==> config.mk <==
export PLATFORM = sky130hd
export DESIGN_NAME = pla_in4_resp_buffer
export DESIGN_NICKNAME = d
export VERILOG_FILES = /design/src/rtl/pla_in4_pkg.sv /design/src/rtl/pla_in4_resp_mem.sv /design/src/rtl/pla_in4_resp_buffer.sv
export SDC_FILE = /design/constraint.sdc
export NUM_CORES = 1
export LEC_CHECK = 0
export CORE_ASPECT_RATIO = 0.6
export CORE_UTILIZATION = 50
export CTS_BUF_LIST = sky130_fd_sc_hd__clkbuf_8
export DETAILED_ROUTE_END_ITERATION = 16
export GPL_ROUTABILITY_DRIVEN = 0
export PLACE_DENSITY = 0.73
export SLEW_MARGIN = 10
export SYNTH_ARGS = -nofsm -noshare
export SYNTH_HDL_FRONTEND = slang
export SYNTH_HIERARCHICAL = 1
export SYNTH_SLANG_ARGS = --single-unit
==> constraint.sdc <==
create_clock -name clk -period 8.3 [get_ports clk]
set_input_delay 1.66 -clock clk [delete_from_list [all_inputs] [get_ports clk]]
set_output_delay 1.66 -clock clk [all_outputs]
set_load 0.02 [all_outputs]
==> src/rtl/pla_in4_pkg.sv <==
// Shared types and helpers for the in4 PLA decoder and its response buffer.
// PLA_IN4_RESP_PARITY_EN widens each stored entry by one even-parity bit.
package pla_in4_pkg;

  localparam int Z_WIDTH = 20;

  typedef logic [Z_WIDTH-1:0] z_vec_t;

`ifdef PLA_IN4_RESP_PARITY_EN
  localparam int ENTRY_W = Z_WIDTH + 1;
`else
  localparam int ENTRY_W = Z_WIDTH;
`endif

  function automatic logic z_parity(input z_vec_t z);
    return ^z;
  endfunction

endpackage

==> src/rtl/pla_in4_resp_mem.sv <==
// DEPTH x WIDTH register array for the response buffer: one write port and
// one asynchronous read port. Contents are deliberately not reset.
module pla_in4_resp_mem #(
  parameter int DEPTH = 4,
  parameter int WIDTH = 20,
  localparam int AW   = $clog2(DEPTH)
) (
  input  logic             clk,
  input  logic             we,
  input  logic [AW-1:0]    waddr,
  input  logic [WIDTH-1:0] wdata,
  input  logic [AW-1:0]    raddr,
  output logic [WIDTH-1:0] rdata
);

  logic [WIDTH-1:0] mem_reg [DEPTH];

  always_ff @(posedge clk) begin
    if (we) begin
      mem_reg[waddr] <= wdata;
    end
  end

  assign rdata = mem_reg[raddr];

endmodule

==> src/rtl/pla_in4_resp_buffer.sv <==
// Valid/ready FIFO capturing in4 PLA decode vectors, with occupancy and a
// saturating accepted-word counter. Optional parity: PLA_IN4_RESP_PARITY_EN.
module pla_in4_resp_buffer
  import pla_in4_pkg::*;
#(
  parameter int DEPTH = 4,
  parameter int CNT_W = 16
) (
  input  logic                       clk,
  input  logic                       rst_n,
  input  logic                       flush,
  input  logic                       in_valid,
  output logic                       in_ready,
  input  logic [Z_WIDTH-1:0]         z_in,
  output logic                       out_valid,
  input  logic                       out_ready,
  output logic [Z_WIDTH-1:0]         out_data,
  output logic [$clog2(DEPTH+1)-1:0] level,
`ifdef PLA_IN4_RESP_PARITY_EN
  output logic                       out_parity,
`endif
  output logic [CNT_W-1:0]           accepted
);

  localparam int PTR_W = $clog2(DEPTH);
  localparam int LVL_W = $clog2(DEPTH+1);

  logic [PTR_W-1:0]   wr_ptr_reg, wr_ptr_next;
  logic [PTR_W-1:0]   rd_ptr_reg, rd_ptr_next;
  logic [LVL_W-1:0]   level_reg, level_next;
  logic [CNT_W-1:0]   acc_reg, acc_next;
  logic [ENTRY_W-1:0] head_reg, head_next;
  logic [ENTRY_W-1:0] wdata;
  logic [ENTRY_W-1:0] rdata;
  logic               push;
  logic               pop;
  logic               mem_we;

`ifdef PLA_IN4_RESP_PARITY_EN
  assign wdata = {z_parity(z_in), z_in};
`else
  assign wdata = z_in;
`endif

  assign in_ready  = (level_reg != LVL_W'(DEPTH));
  assign out_valid = (level_reg != '0);
  assign push      = in_valid & in_ready;
  assign pop       = out_valid & out_ready;
  assign mem_we    = push & ~flush & rst_n;

  // Read port looks ahead at the next head slot so out_data can be a register.
  pla_in4_resp_mem #(
    .DEPTH (DEPTH),
    .WIDTH (ENTRY_W)
  ) u_mem (
    .clk   (clk),
    .we    (mem_we),
    .waddr (wr_ptr_reg),
    .wdata (wdata),
    .raddr (rd_ptr_next),
    .rdata (rdata)
  );

  always_comb begin
    wr_ptr_next = wr_ptr_reg;
    rd_ptr_next = rd_ptr_reg;
    level_next  = level_reg;
    acc_next    = acc_reg;

    // The counter tracks presented handshakes, even in a flushed cycle.
    if (push && (acc_reg != {CNT_W{1'b1}})) begin
      acc_next = acc_reg + CNT_W'(1);
    end

    if (flush) begin
      wr_ptr_next = '0;
      rd_ptr_next = '0;
      level_next  = '0;
    end else begin
      if (push) begin
        wr_ptr_next = wr_ptr_reg + PTR_W'(1);
      end
      if (pop) begin
        rd_ptr_next = rd_ptr_reg + PTR_W'(1);
      end
      if (push && !pop) begin
        level_next = level_reg + LVL_W'(1);
      end else if (!push && pop) begin
        level_next = level_reg - LVL_W'(1);
      end
    end
  end

  // Head register mirrors mem[rd_ptr]; a write into the next head slot bypasses.
  always_comb begin
    head_next = head_reg;
    if (mem_we && (wr_ptr_reg == rd_ptr_next)) begin
      head_next = wdata;
    end else if (pop || flush) begin
      head_next = rdata;
    end
  end

  always_ff @(posedge clk) begin
    if (!rst_n) begin
      wr_ptr_reg <= '0;
      rd_ptr_reg <= '0;
      level_reg  <= '0;
      acc_reg    <= '0;
      head_reg   <= '0;
    end else begin
      wr_ptr_reg <= wr_ptr_next;
      rd_ptr_reg <= rd_ptr_next;
      level_reg  <= level_next;
      acc_reg    <= acc_next;
      head_reg   <= head_next;
    end
  end

  assign out_data = head_reg[Z_WIDTH-1:0];
  assign level    = level_reg;
  assign accepted = acc_reg;

`ifdef PLA_IN4_RESP_PARITY_EN
  assign out_parity = head_reg[Z_WIDTH];
`endif

endmodule

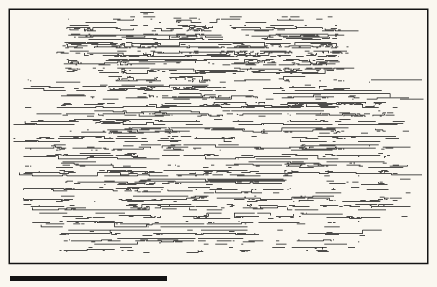
**Above:** signal wires on met1.
Scale bar: 50 microns.
- main direction: horizontal
- wire length on this layer: 5380 microns
- longest straight run: 40.9 microns
- share of all routed wire: 49%
- nets with wire on the layer: 406
Vias: 3345
met1 Use GR: 0.328
drt total wl: 10900 microns

==> flow_metrics.tcl <==
# place-and-route summary
set metrics [dict create \
    fillerInstances 732 \
    p_seq_uw 686 \
    warnings 26 \
    clock_buffers 19 \
    cts.sinks 123 \
    dieArea_sq_um 10700 \
    post_cts_buffers 0 \
    startpoint "rst_n" \
    max_slew.worst_pin.slew_ns 1.09 \
    h-tree-depth 4 \
    synth.avg_cell_area_sq_um 14.6 \
    drive_above_1_share 0.142 \
    drt_pass1_iterations 5 \
    leakage_uw 0.00209 \
    comb_share 0.278 \
    status "completed" \
    end_kind "flop" \
    fin_util 0.635 \
    min_to "accepted[7]" \
    largest_reg_flops 80 \
    yosys-top-cells-count "edfxtp_1, dfxtp_1, a21oi_1, mux2i_1, o41ai_1" \
    grt.total_usage 0.221 \
    path_max_fanout 27 \
    max_stage_delay_ns 1.17 \
    ys_types 46 \
    drv_slew 0 \
    layout.non_clock_buffers 69 \
    clockRootBuffer "clkbuf_8" \
    cp_slowest_cell "clkdlybuf4s50_1" \
    die_w_microns 133 \
    dp_hpwl_microns 7120 \
    grt_pass1_vias 3192 \
    synth_cells 352 \
    max_freq_mhz 205 \
    power.switching_uw 327 \
    synth.most_common_cell "edfxtp_1" \
    p_int_uw 1060 \
]
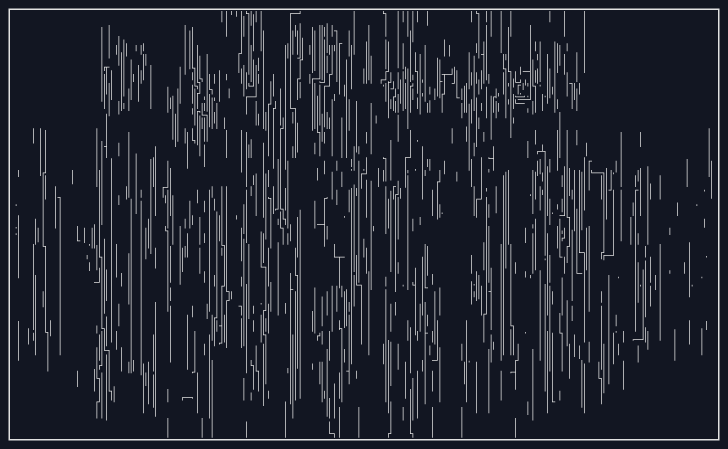
**Above:** M2 wires.
- longest straight run: 35.4 microns
- main direction: vertical
met2 Track Usage GR: 0.306

-- layer usage --
layer  vias to the layer above  GRT usage  wire, microns
li1                       1550          -              -
met1                      1658      0.328           5380
met2                       131      0.306           4740
met3                         6     0.0688            759
met4                         0     0.0632             55
met5                         -          0              0
-- cell usage in the layout, fill, tap and decap left out, types with 4 or more instances in the layout --
cell type        instances
dfxtp_1                 43
or4_1                    8
xnor2_1                  4
or3_1                    4
buf_4                    4
nor2_1                   8
nand2_1                  9
nand4_1                  5
mux2i_1                 23
a21oi_1                 33
clkbuf_8                19
nand3_1                  8
clkdlybuf4s50_1         65
o41ai_1                 21
edfxtp_1                80
o31ai_1                  8
inv_1                   14
mux4_2                  20
